`src/rtl/bcd_display_pkg.sv`:
```
// Shared constants, slot phase type and leading-zero rule for the 3-digit BCD scan driver.
// The optional LEADING_ZERO_BLANK_EN build uses lz_blank() from here.
package bcd_display_pkg;

  localparam int         NUM_DIGITS = 3;
  localparam logic [6:0] SEG_BLANK  = 7'h7F;
  localparam logic [2:0] DIGIT_OFF  = 3'b111;

  typedef enum logic {
    BLANK = 1'b0,
    SHOW  = 1'b1
  } slot_phase_e;

  // Digit 2 hides a zero; digit 1 hides a zero only when digit 2 is hidden or not entered.
  function automatic logic lz_blank(input logic [11:0] shadow, input logic [1:0] idx);
    logic [3:0] d1;
    logic [3:0] d2;
    d1 = shadow[7:4];
    d2 = shadow[11:8];
    case (idx)
      2'd2:    lz_blank = (d2 == 4'd0);
      2'd1:    lz_blank = (d1 == 4'd0) && ((d2 == 4'd0) || (d2 >= 4'd10));
      default: lz_blank = 1'b0;
    endcase
  endfunction

endpackage

```
`src/rtl/bcd_to_seg.sv`:
```
// Combinational BCD digit to active-low {g,f,e,d,c,b,a} segment decoder.
// Codes 10..15 and an asserted blank input both produce an unlit digit.
module bcd_to_seg
  import bcd_display_pkg::*;
(
  input  logic [3:0] i_bcd,
  input  logic       i_blank,
  output logic [6:0] o_seg
);

  always_comb begin
    o_seg = SEG_BLANK;
    if (i_blank) begin
      o_seg = SEG_BLANK;
    end else begin
      case (i_bcd)
        4'd0:    o_seg = 7'h40;
        4'd1:    o_seg = 7'h79;
        4'd2:    o_seg = 7'h24;
        4'd3:    o_seg = 7'h30;
        4'd4:    o_seg = 7'h19;
        4'd5:    o_seg = 7'h12;
        4'd6:    o_seg = 7'h02;
        4'd7:    o_seg = 7'h78;
        4'd8:    o_seg = 7'h00;
        4'd9:    o_seg = 7'h10;
        default: o_seg = SEG_BLANK;
      endcase
    end
  end

endmodule

```
`src/rtl/bcd_display_scan.sv`:
```
// Time-multiplexed 3-digit common-anode 7-segment driver with a blank slot before each digit.
// Define LEADING_ZERO_BLANK_EN to suppress leading zeros on digits 2 and 1.
module bcd_display_scan
  import bcd_display_pkg::*;
#(
  parameter int REFRESH_DIV = 50000
)
(
  input  logic        clk,
  input  logic        rst_n,
  input  logic [11:0] bcd,
  output logic [2:0]  digit_sel,
  output logic [6:0]  seg,
  output logic        frame_start
);

  localparam int             TW        = (REFRESH_DIV > 1) ? $clog2(REFRESH_DIV) : 1;
  localparam logic [TW-1:0]  TICK_LAST = TW'(REFRESH_DIV - 1);

  logic [TW-1:0] r_tick;
  logic [1:0]    r_idx;
  logic [11:0]   r_shadow;
  slot_phase_e   r_phase;
  logic          r_started;

  logic          w_slot_end;
  logic [3:0]    w_nibble;
  logic          w_blank;
  logic [6:0]    w_seg;

  assign w_slot_end = (r_tick == TICK_LAST);

  always_comb begin
    w_nibble = 4'hF;
    case (r_idx)
      2'd0:    w_nibble = r_shadow[3:0];
      2'd1:    w_nibble = r_shadow[7:4];
      default: w_nibble = r_shadow[11:8];
    endcase
  end

`ifdef LEADING_ZERO_BLANK_EN
  assign w_blank = lz_blank(r_shadow, r_idx);
`else
  assign w_blank = 1'b0;
`endif

  bcd_to_seg u_dec (
    .i_bcd   (w_nibble),
    .i_blank (w_blank),
    .o_seg   (w_seg)
  );

  // Slot FSM; the first edge out of reset opens a frame so the shadow is loaded before any SHOW.
  always_ff @(posedge clk) begin
    if (!rst_n) begin
      r_tick      <= '0;
      r_idx       <= 2'd0;
      r_shadow    <= 12'hFFF;
      r_phase     <= BLANK;
      r_started   <= 1'b0;
      digit_sel   <= DIGIT_OFF;
      seg         <= SEG_BLANK;
      frame_start <= 1'b0;
    end else if (!r_started) begin
      r_started   <= 1'b1;
      r_tick      <= '0;
      r_idx       <= 2'd0;
      r_phase     <= BLANK;
      r_shadow    <= bcd;
      digit_sel   <= DIGIT_OFF;
      seg         <= SEG_BLANK;
      frame_start <= 1'b1;
    end else begin
      case (r_phase)
        BLANK: begin
          // REFRESH_DIV >= 2, so the blank cycle is never the last of its slot.
          r_tick      <= r_tick + 1'b1;
          r_phase     <= SHOW;
          digit_sel   <= ~(3'b001 << r_idx);
          seg         <= w_seg;
          frame_start <= 1'b0;
        end
        SHOW: begin
          if (w_slot_end) begin
            r_tick    <= '0;
            r_phase   <= BLANK;
            digit_sel <= DIGIT_OFF;
            seg       <= SEG_BLANK;
            if (r_idx == 2'(NUM_DIGITS - 1)) begin
              r_idx       <= 2'd0;
              r_shadow    <= bcd;
              frame_start <= 1'b1;
            end else begin
              r_idx       <= r_idx + 2'd1;
              frame_start <= 1'b0;
            end
          end else begin
            r_tick      <= r_tick + 1'b1;
            digit_sel   <= ~(3'b001 << r_idx);
            seg         <= w_seg;
            frame_start <= 1'b0;
          end
        end
        default: begin
          r_tick      <= '0;
          r_idx       <= 2'd0;
          r_phase     <= BLANK;
          digit_sel   <= DIGIT_OFF;
          seg         <= SEG_BLANK;
          frame_start <= 1'b0;
        end
      endcase
    end
  end

endmodule

```
`config.mk`:
```
export PLATFORM = sky130hd
export DESIGN_NAME = bcd_display_scan
export DESIGN_NICKNAME = d
export VERILOG_FILES = /design/src/rtl/bcd_display_pkg.sv /design/src/rtl/bcd_to_seg.sv /design/src/rtl/bcd_display_scan.sv
export SDC_FILE = /design/constraint.sdc
export NUM_CORES = 1
export LEC_CHECK = 0
export CAP_MARGIN = 25
export CORE_ASPECT_RATIO = 1.1
export CORE_UTILIZATION = 45
export DETAILED_ROUTE_END_ITERATION = 10
export GPL_TIMING_DRIVEN = 0
export PLACE_DENSITY_LB_ADDON = 0.25
export REMOVE_ABC_BUFFERS = 1
export SLEW_MARGIN = 15
export SYNTH_ARGS = -nofsm -noshare
export SYNTH_HDL_FRONTEND = slang
export SYNTH_SLANG_ARGS = --single-unit
```
`constraint.sdc`:
```
create_clock -name clk -period 1.9 [get_ports clk]
set_clock_uncertainty 0.05 [all_clocks]
set_input_delay 0.285 -clock clk [delete_from_list [all_inputs] [get_ports clk]]
set_output_delay 0.285 -clock clk [all_outputs]
set_load 0.02 [all_outputs]
```
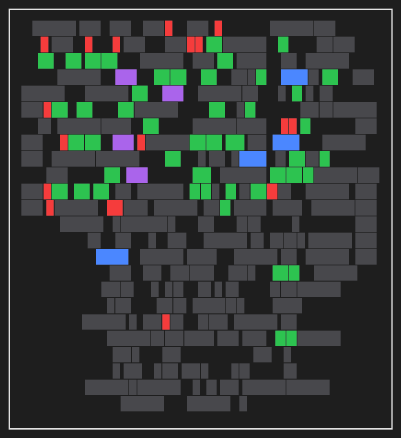
(run_1/logic_types.png)
Drawn at 6 px/um.
family	color	cells
inverting AOI/OAI gates	green	46
inverters	red	17
adder and majority cells	blue	4
multiplexers	purple	4
combinational share of cell area: 40.0%
Layout Cells excl Fill: 290
most frequent logic cell in the layout: dfxtp_1

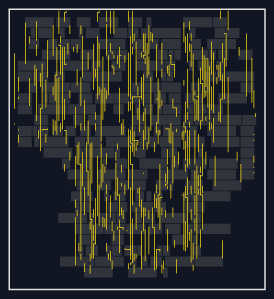
(run_1/layer_met2.png)
Drawn at 4 px/um. Cells faint in the background.
nets with wire on the layer	201
wire length on this layer	1670 um
main direction	vertical
drt total wl: 3740 um
total vias in the final route: 1544

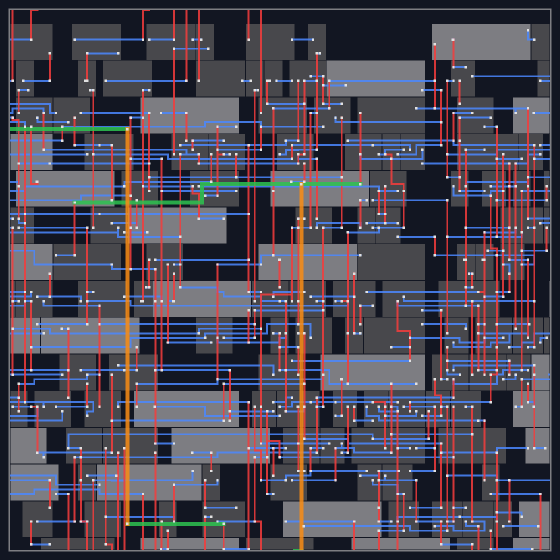
(run_1/detail.png)
Region (12, 29) to (52, 69) um. Cells in gray, sequential cells in the stronger gray; small squares are vias.
layer	color
metal 2	red
metal 1	blue
metal 4	orange
metal 3	green
cells with their middle in the window	113
netlist names of flops here include	r_shadow (8), r_idx (2), r_tick (2)
most frequent	o211ai_1 (18), dfxtp_1 (11), inv_1 (9)
sequential cells in the window	14

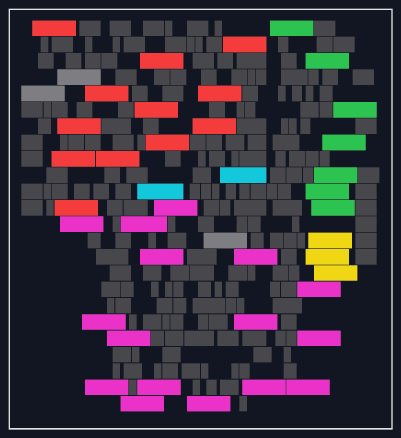
(run_1/flops_by_reg.png)
Drawn at 6 px/um. Other sequential cells in the stronger gray, the rest of the logic in the fainter gray.
name in the netlist	color	sequential cells
r_tick	magenta	16
r_shadow	red	12
r_idx	cyan	2
digit_sel	yellow	3
seg	green	7
not colored	3
final core occ: 59.0%
flop share of the area: 37.0%

==> Slide: Implementation Results, run 1 <==
Physical Implementation Snapshot

Finish
  – Clock buf/inv share: 4.44%
  – Reg area: 865 um^2
  – Leading cell kind: logic gates
  – Area growth, synth to finish: 24.8%
  – Number of fill cells: 381
  – Most instantiated logic cells after routing: dfxtp_1 (40), o211ai_1 (25), clkdlybuf4s50_1 (24)
  – Combinational Area: 936 um^2

Worst setup path
  – Slowest-stage cell, CP: dfxtp_2
  – Critical Path Stages: 6
  – RR Endpoint: r_tick[1]
  – Critical path type: reg2reg
  – Startpoint Class: register
  – CP bufs+invs: 1

Die
  – # Taps: approximately 52

Placed design
  – Final estimated routing congestion in global placement: approximately 0.80
  – Placement Cell Area: 2140 um^2
  – Hpwl dp: around 2400 um

CTS
  – # hold bufs at CTS: 0
  – Clk slew on worst S/H paths: 80 ps
  – Num Clock Sinks: 43

Synthesis
  – Top cells by count, synth: dfxtp_1 (43), o211ai_1 (25), inv_1 (16), nor2_1 (16), nand2_1 (12)
  – Cells after Synth: slightly above 200
  – Top FF cell, synth: dfxtp_1

Timing
  – Setup TNS: 0 ps
  – Hold WS: roughly 390 ps
  – Max Clock Freq: 554 MHz

Global route
  – GRT Overall Usage: 18.0%
  – Met1 Track Usage GR: 25.4%
  – Total gr overflow: 0

Routing
  – DRC errors left: 0

Status
  – Status: finished clean

Power
  – Psw: 0.000409 W
  – Int Power: 0.00134 W
run 1: cell families after synthesis:
family / count (synthesis) / synth area share (%)
flip-flops: 43 / 45.9
multiplexers: 4 / 2.14
AND-OR/OR-AND: 51 / 18.4
AND/OR/NAND/NOR: 66 / 19.6
buffers and inverters: 25 / 5.27
adder cells (fa/ha/maj): 4 / 2.67
XOR/XNOR: 13 / 6.07
run 1: power groups by stage:
stage,registers (W),logic (W),clock network (W)
floorplan,0.000971,0.0000724,0
global placement,0.000966,0.000138,0
detailed placement,0.000967,0.000140,0
CTS,0.000946,0.000143,0.000666
global route,0.000950,0.000171,0.000706
finish,0.000946,0.000154,0.000648
run 1: flip-flops by register name, indices dropped and copies added, names as in the netlist:
signal and cells:
seg 7, r_phase 1, frame_start 1, digit_sel 3, r_tick 16, r_idx 2
r_shadow 12, r_started 1
==> run_1/congestion.png <==
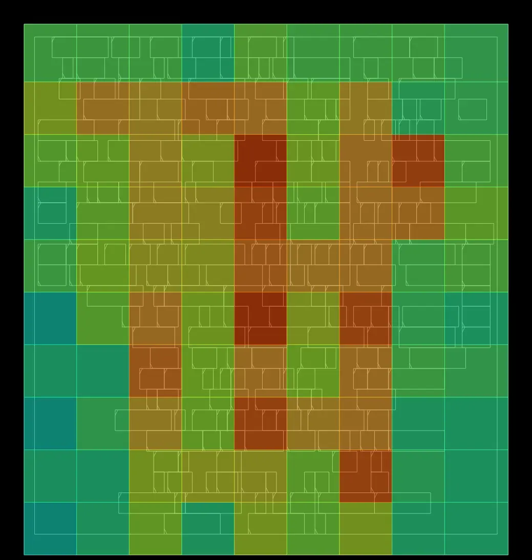

## Run 2: what changed since run 1
SKIP_LAST_GASP = 1   (was not set)
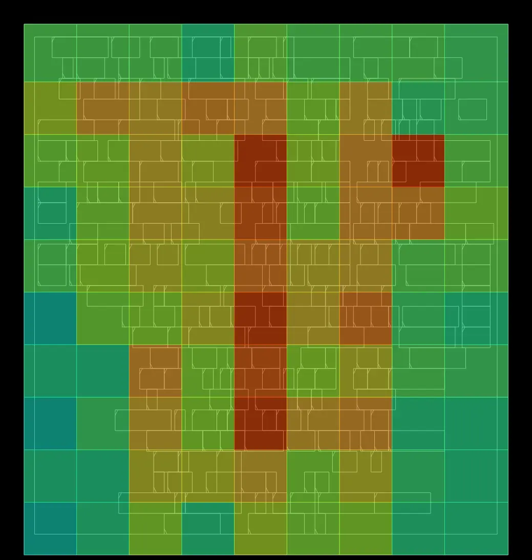
(run_2/congestion.png)
GRT Overall Usage: 17.8%
global-route track usage on met3: 4.44%
GRT busiest layer: met2
met2 usage: 25.3%

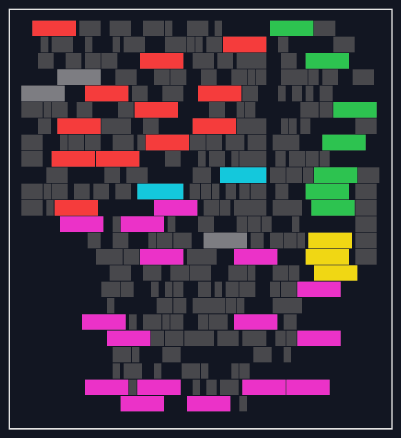
(run_2/flops_by_reg.png)
Drawn at 6 px/um. Other sequential cells in the stronger gray, the rest of the logic in the fainter gray.
name in the netlist	color	sequential cells
seg	green	7
r_shadow	red	12
r_tick	magenta	16
r_idx	cyan	2
digit_sel	yellow	3
not colored	3
flop share of the area: 37.5%
seq pwr: 0.000946 W

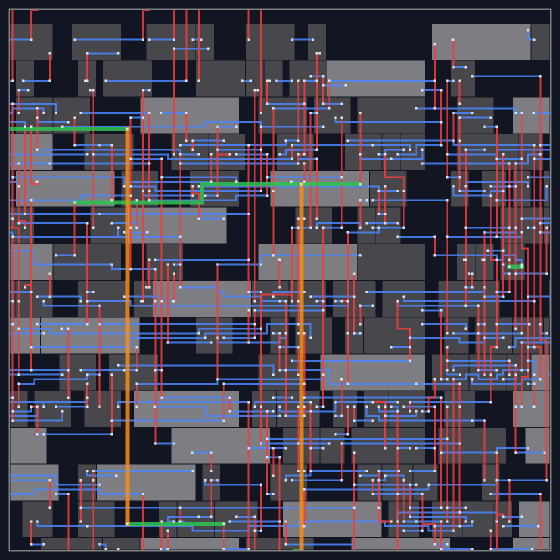
(run_2/detail.png)
Region (12, 29) to (52, 69) um. Cells in gray, sequential cells in the stronger gray; small squares are vias.
layer	color
metal 3	green
metal 2	red
metal 4	orange
metal 1	blue
most frequent	o211ai_1 (18), dfxtp_1 (12), inv_1 (9)
sequential cells in the window	14
cells with their middle in the window	112
netlist names of flops here include	r_shadow (8), r_idx (2), r_tick (2)

==> run 2 against run 1 <==
Largest cell class unchanged. Synthesized cell count did not move. Sequential share of layout area rose by 0.57 points. Cell count fell by 1.4%. First-iteration DRC count fell by 6.3%. Critical path type unchanged. Combinational power fell by 5%. Wire length fell by 2.1%.
==> Slide: Implementation Results, run 2 <==
Physical Implementation Snapshot

Timing
  – Hold WS: 419 ps
  – Setup TNS: 0 ps

Worst setup path
  – Critical Path Stages: 4
  – CP bufs+invs: 0
  – Critical path type: reg2reg
  – Startpoint Class: register

Finish
  – Most frequent logic cell in the layout: dfxtp_1
  – Combinational share of cell area: 40.4%
  – Leading cell kind: logic gates
  – Combinational Area: 928 um^2
  – Most instantiated logic cells after routing: dfxtp_1 (41), o211ai_1 (25), clkdlybuf4s50_1 (24)
  – Final core occ: 58.0%
  – Clock buf/inv share: 4.52%
  – Area growth, synth to finish: 22.7%
  – Layout Cells excl Fill: 286
  – Largest Register: r_tick

Placed design
  – Placement Cell Area: between 2000 and 2500 um^2

CTS
  – Clk slew on worst S/H paths: 80 ps
  – Num Clock Sinks: 43

Synthesis
  – Adder-cell share of the synthesized area: 2.67%
  – Cells after Synth: 206
  – Mux cell area share: 2.14%
  – Top FF cell, synth: dfxtp_1
  – Xor/xnor share: 6.07%

Power
  – Psw: about 0.00041 W

Global route
  – Total gr overflow: 0

Routing
  – Total vias in the final route: around 1.6k

Status
  – Status: finished clean
[run 2: power groups by stage]
stage               clock [W]  combinational, W  sequential (W)
floorplan                   0         0.0000724        0.000971
global placement            0          0.000138        0.000966
detailed placement          0          0.000140        0.000967
CTS                  0.000666          0.000143        0.000946
global route         0.000706          0.000164        0.000950
finish               0.000648          0.000147        0.000946
[run 2: what timing repair did]
| item | CTS | global route |
|---|---|---|
| buffers inserted | 2 | 2 |
| hold endpoints to repair | 0 | 0 |
| gates cloned | 0 | 1 |
| gates resized | 4 | 2 |
| endpoints found under the setup margin | 26 | 12 |
| pin swaps | 1 | 1 |
Power figures rest on the tool's default switching activity, not on a simulated workload.
